--- src/rtl/fix_inject.sv ---
// fix_inject: valid/ready stream sequencer that emits the constant VAL, flagged on
// dout_ins, after every PERIOD accepted input tokens (PERIOD=0 gives a plain register stage).
module fix_inject #(
   parameter int DIN    = 8,
   parameter int VAL    = 0,
   parameter int PERIOD = 4
) (
   input  logic           clk,
   input  logic           rst,
   input  logic           din_valid,
   output logic           din_ready,
   input  logic [DIN-1:0] din_data,
   output logic           dout_valid,
   input  logic           dout_ready,
   output logic [DIN-1:0] dout_data,
   output logic           dout_ins
);
   localparam int CNT_W = (PERIOD > 1) ? $clog2(PERIOD) : 1;
   localparam logic [DIN-1:0] VAL_T = DIN'(VAL);

   typedef enum logic {PASS, INJ} state_t;

   state_t           state_q, state_d;
   logic [CNT_W-1:0] cnt_q, cnt_d;
   logic             valid_q, valid_d;
   logic [DIN-1:0]   data_q, data_d;
   logic             ins_q, ins_d;
   logic             free, acc, wrap;

   always_comb begin
      free      = !valid_q || dout_ready;
      din_ready = rst && state_q == PASS && free;
      acc       = din_valid && din_ready;
      wrap      = PERIOD > 0 && cnt_q == CNT_W'(PERIOD - 1);
      state_d   = state_q;
      cnt_d     = cnt_q;
      valid_d   = valid_q;
      data_d    = data_q;
      ins_d     = ins_q;
      if (state_q == INJ) begin
         if (free) begin
            valid_d = 1'b1;
            data_d  = VAL_T;
            ins_d   = 1'b1;
            state_d = PASS;
         end
      end else if (acc) begin
         valid_d = 1'b1;
         data_d  = din_data;
         ins_d   = 1'b0;
         cnt_d   = (wrap || PERIOD == 0) ? '0 : cnt_q + 1'b1;
         state_d = wrap ? INJ : PASS;
      end else if (free) begin
         valid_d = 1'b0;
      end
   end

   always_ff @(posedge clk or negedge rst) begin
      if (!rst) begin
         state_q <= PASS;
         cnt_q   <= '0;
         valid_q <= 1'b0;
         data_q  <= '0;
         ins_q   <= 1'b0;
      end else begin
         state_q <= state_d;
         cnt_q   <= cnt_d;
         valid_q <= valid_d;
         data_q  <= data_d;
         ins_q   <= ins_d;
      end
   end

   assign dout_valid = valid_q;
   assign dout_data  = data_q;
   assign dout_ins   = ins_q;
endmodule

--- config.mk ---
export PLATFORM = sky130hd
export DESIGN_NAME = fix_inject
export DESIGN_NICKNAME = d
export VERILOG_FILES = /design/src/rtl/fix_inject.sv
export SDC_FILE = /design/constraint.sdc
export NUM_CORES = 1
export LEC_CHECK = 0
export ABC_AREA = 1
export CORE_MARGIN = 2
export CORE_UTILIZATION = 44
export CTS_CLUSTER_DIAMETER = 30
export DETAILED_ROUTE_END_ITERATION = 10
export GPL_TIMING_DRIVEN = 1
export PLACE_DENSITY = 0.88
export RECOVER_POWER = 50
export SETUP_SLACK_MARGIN = 0.05
export SYNTH_ARGS = -nofsm -noshare
export SYNTH_HDL_FRONTEND = slang
export SYNTH_SLANG_ARGS = --single-unit
--- constraint.sdc ---
create_clock -name clk -period 2.9 [get_ports clk]
set_clock_uncertainty 0.1 [all_clocks]
set_input_delay 0.58 -clock clk [delete_from_list [all_inputs] [get_ports clk]]
set_output_delay 0.58 -clock clk [all_outputs]
set_load 0.005 [all_outputs]
Cell area per tile:
(10 px per um) 8 x 8 tiles, from white (low) to dark blue (high), 0 to 100% covered.
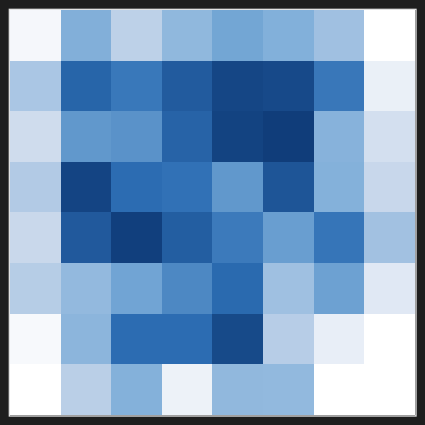
The emptiest ninth of the die: bottom right. The fullest tile reaches 95%. 27% of the tiles are over 75% full. The mean over all tiles is 49%.
Final Util: 0.648
core footprint: 1270 um2
FP Core Util: 0.463

Sequential cells coloured by netlist name:
(12 px per um) Other sequential cells in the stronger grey, the rest of the logic in the fainter grey.
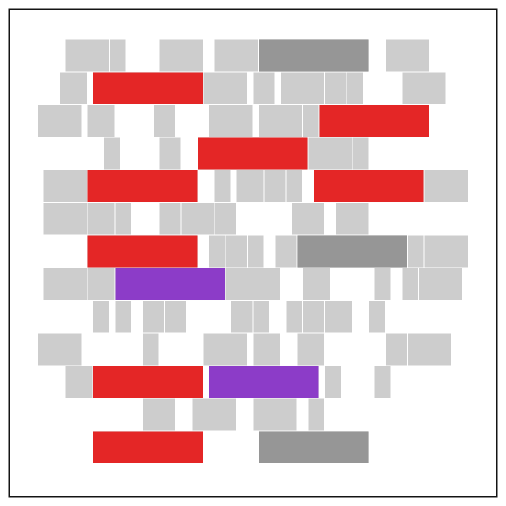
`cnt_q`: drawn in purple, flops 2. `dout_data`: drawn in red, flops 8.
Another 3 sequential cells are not coloured.
seq pwr: 267 uW
sequential share of cell area: 0.396
Flop area: 325 um2

Metal layers overlaid:
(12 px per um)
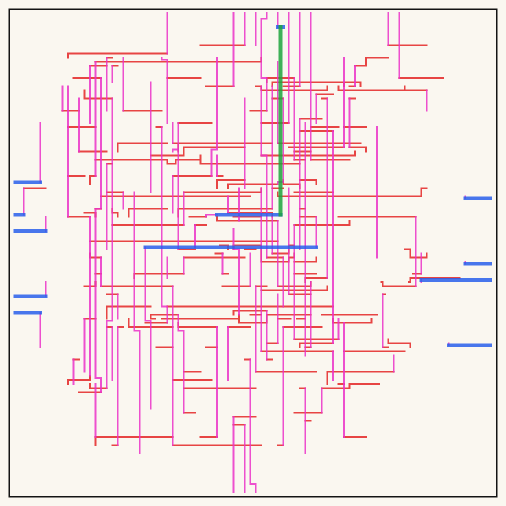
M1: drawn in red, wire length 515 um. M4: drawn in green, wire length 15.6 um. M3: drawn in blue, wire length 43.0 um. M2: drawn in magenta, wire length 655 um.
routed len/inst: 12.2 um
gr usage total: 0.179

==> out/metrics.cfg <==
[final_timing]
rsz0062_at_grt=no
fin_crit_sh=0.873
tightest_slew_ns=0.668
timing_hold_violations_final=0
maxClockFrequency_ghz=0.395
setup_tns_ns=0
finalCriticalPeriod_ns=2.53
max_slew_margin=0.555
drv_slew=0
setup_viol=0

[synth]
yosys_warnings=0
netlist_instances=61
ys.flops=13
ys_area_um2=587
synthesis.nets=74
syn_avg_cell_area_um2=9.62
ys_cells=61
ys_types=14
aoi_share=0.0256
yosysTopAreaCellShare=0.554
synth.cellmix.simpleShare=0.330
async_flop_share=1.00
most_common_cell=nand2_1
logic_family=simple AND/OR/NAND/NOR gates
syn_area_um2=587
mux_share=0
synth_seq_share=0.554
xor_share=0

[critical_path]
cp-startpoint=rst
endpoint=din_ready
cp.arrival_ns=1.85
r2r-start=state_q$_DFF_PN0_
worstRegToRegCells=3
critPathLaunchType=input port
reg2reg_slack_ns=0.97
crit_chain=dlygate4sd3_1 -> inv_1 -> nor3_1 -> clkdlybuf4s50_1
crit_fanout=2
path_class=in -> out
cp.required_ns=2.22

[layout]
syn2layout_area_growth_pct=40.1
nets=100
layout-drive-gt1-share=0.0698
fin_area_um2=822
antenna_cells=0

[detailed_routing]
ant_nets=0
vias=504
drt-total-wl_um=1230
drc_errors=0

[pwr]
peakVddDrop_mv=0.347
p_leak_uw=0.000403

[floorplan]
die_w_um=40.5
die_area_um2=1640
die_h_um=40.5
ios=23

[global_route]
antenna_found_initial=0
grt_pass1_wl_um=1850
grt_start_max_net_pins=16
globalRouteOverflowTotal=0

[run_status]
status=finished clean

[placement]
place_area_um2=820
io_buffers=22

[clock_tree]
clk_path_buf_depth=2
cts_tree=built
path_clk_slew_ns=0.08
h-tree-depth=1
postCtsSetupBuffers=0
worstSkewPairLatency_ns=0.27

[job]
warnings=26

Clock routing:
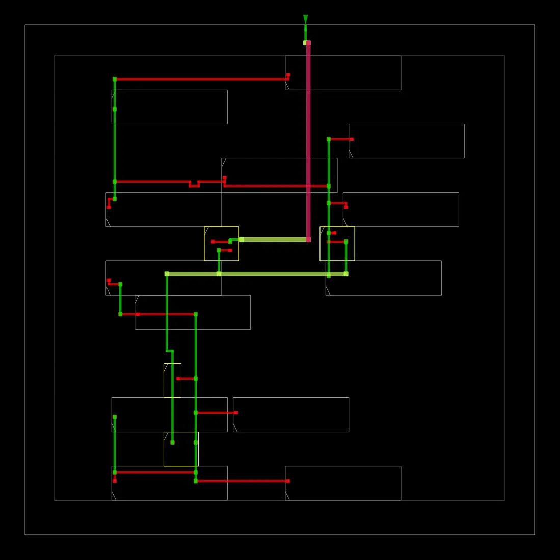
Clock Sinks: 13
Clock group: 111 uW
CTS Buf Count: 3

Power grid:
(10 px per um) Pins as bars on the die edge. Tap cells in grey.
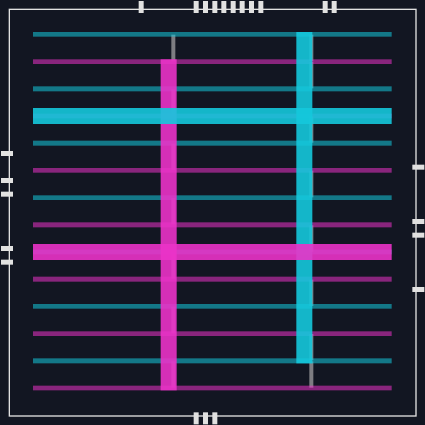
VDD: drawn in cyan. VSS: drawn in magenta.
2 straps on met4. The core has 13 rows. 2 straps on met5. 15 tap cells. 14 met1 rails follow the rows.

how the worst min path moves through the flow:
stage	startpoint	end	slack, ns	depth (start not counted)
floorplan	rst	cnt_q[0]$_DFFE_PN0P_	0.18	0
global placement	dout_ins$_DFFE_PN0P_	dout_ins$_DFFE_PN0P_	0.36	2
detailed placement	dout_ins$_DFFE_PN0P_	dout_ins$_DFFE_PN0P_	0.38	2
CTS	dout_ins$_DFFE_PN0P_	dout_ins$_DFFE_PN0P_	0.40	2
global route	dout_ins$_DFFE_PN0P_	dout_ins$_DFFE_PN0P_	0.43	2
finish	dout_ins$_DFFE_PN0P_	dout_ins$_DFFE_PN0P_	0.40	2
layer usage:
layer / track usage / up-vias / share of wire
met5: 0 / - / 0
li1: - / 256 / -
met2: 0.282 / 14 / 0.53
met4: 0.0750 / 0 / 0.012
met3: 0.0500 / 2 / 0.035
met1: 0.228 / 232 / 0.42
power breakdown:
part	internal, uW	switching, uW	leakage [uW]	total, uW
sequential	237	30.4	0.000164	267
clock	53.3	57.2	0.0000150	111
combinational	126	84.8	0.000224	211
cell families (layout without fill, tap and decap cells):
family | after synthesis | count (layout)
buffers and inverters | 8 | 33
flip-flops | 13 | 13
adder cells (fa/ha/maj) | 1 | 1
AND-OR/OR-AND | 3 | 3
AND/OR/NAND/NOR | 36 | 36
through the flow:
| step | utilization | setup slack (ns) | hold slack [ns] | std cells |
|---|---|---|---|---|
| 2_1_floorplan | - | 1.07 | 0.184 | 61 |
| 3_5_place_dp | 0.646 | 0.399 | 0.381 | 97 |
| 6_report | 0.648 | 0.369 | 0.397 | 101 |
| 3_3_place_gp | 0.646 | 0.395 | 0.357 | 97 |
| 5_1_grt | 0.648 | 0.281 | 0.428 | 101 |
| 4_1_cts | 0.667 | 0.387 | 0.397 | 101 |
tightest hold or removal path, stage by stage (launching register included):
cell and delay (ns):
dfrtp_1 0.35, nand2_1 0.06, nand2_1 0.06
final cells by class:
type                            instances  area [um2]  area share
Inverter                                5        18.8      0.0228
Tap cell                               15        18.8      0.0228
Sequential cell                        13         325       0.396
Timing Repair Buffer                   24         231       0.282
Clock buffer                            4        26.3      0.0320
Multi-Input combinational cell         40         201       0.245
cell usage in the layout (no fill, tap or decap):
cell type / Yosys / routed
or2_2: 1 / 1
clkbuf_4: 0 / 3
nand2_1: 14 / 14
o21ai_0: 3 / 3
nor2_1: 0 / 1
nand4_1: 8 / 8
nor3_1: 1 / 1
nand3_1: 9 / 10
dlygate4sd3_1: 0 / 1
clkbuf_1: 0 / 2
inv_1: 5 / 5
clkdlybuf4s50_1: 0 / 21
buf_4: 0 / 1
nand2_2: 1 / 1
dfrtp_1: 13 / 13
ha_1: 1 / 1
sequential cells by signal, indices dropped and copies added (netlist names):
name and cells:
dout_valid 1, dout_data 8, dout_ins 1, cnt_q 2
state_q 1
No activity file was given, so power comes from the tool's default toggle rates.
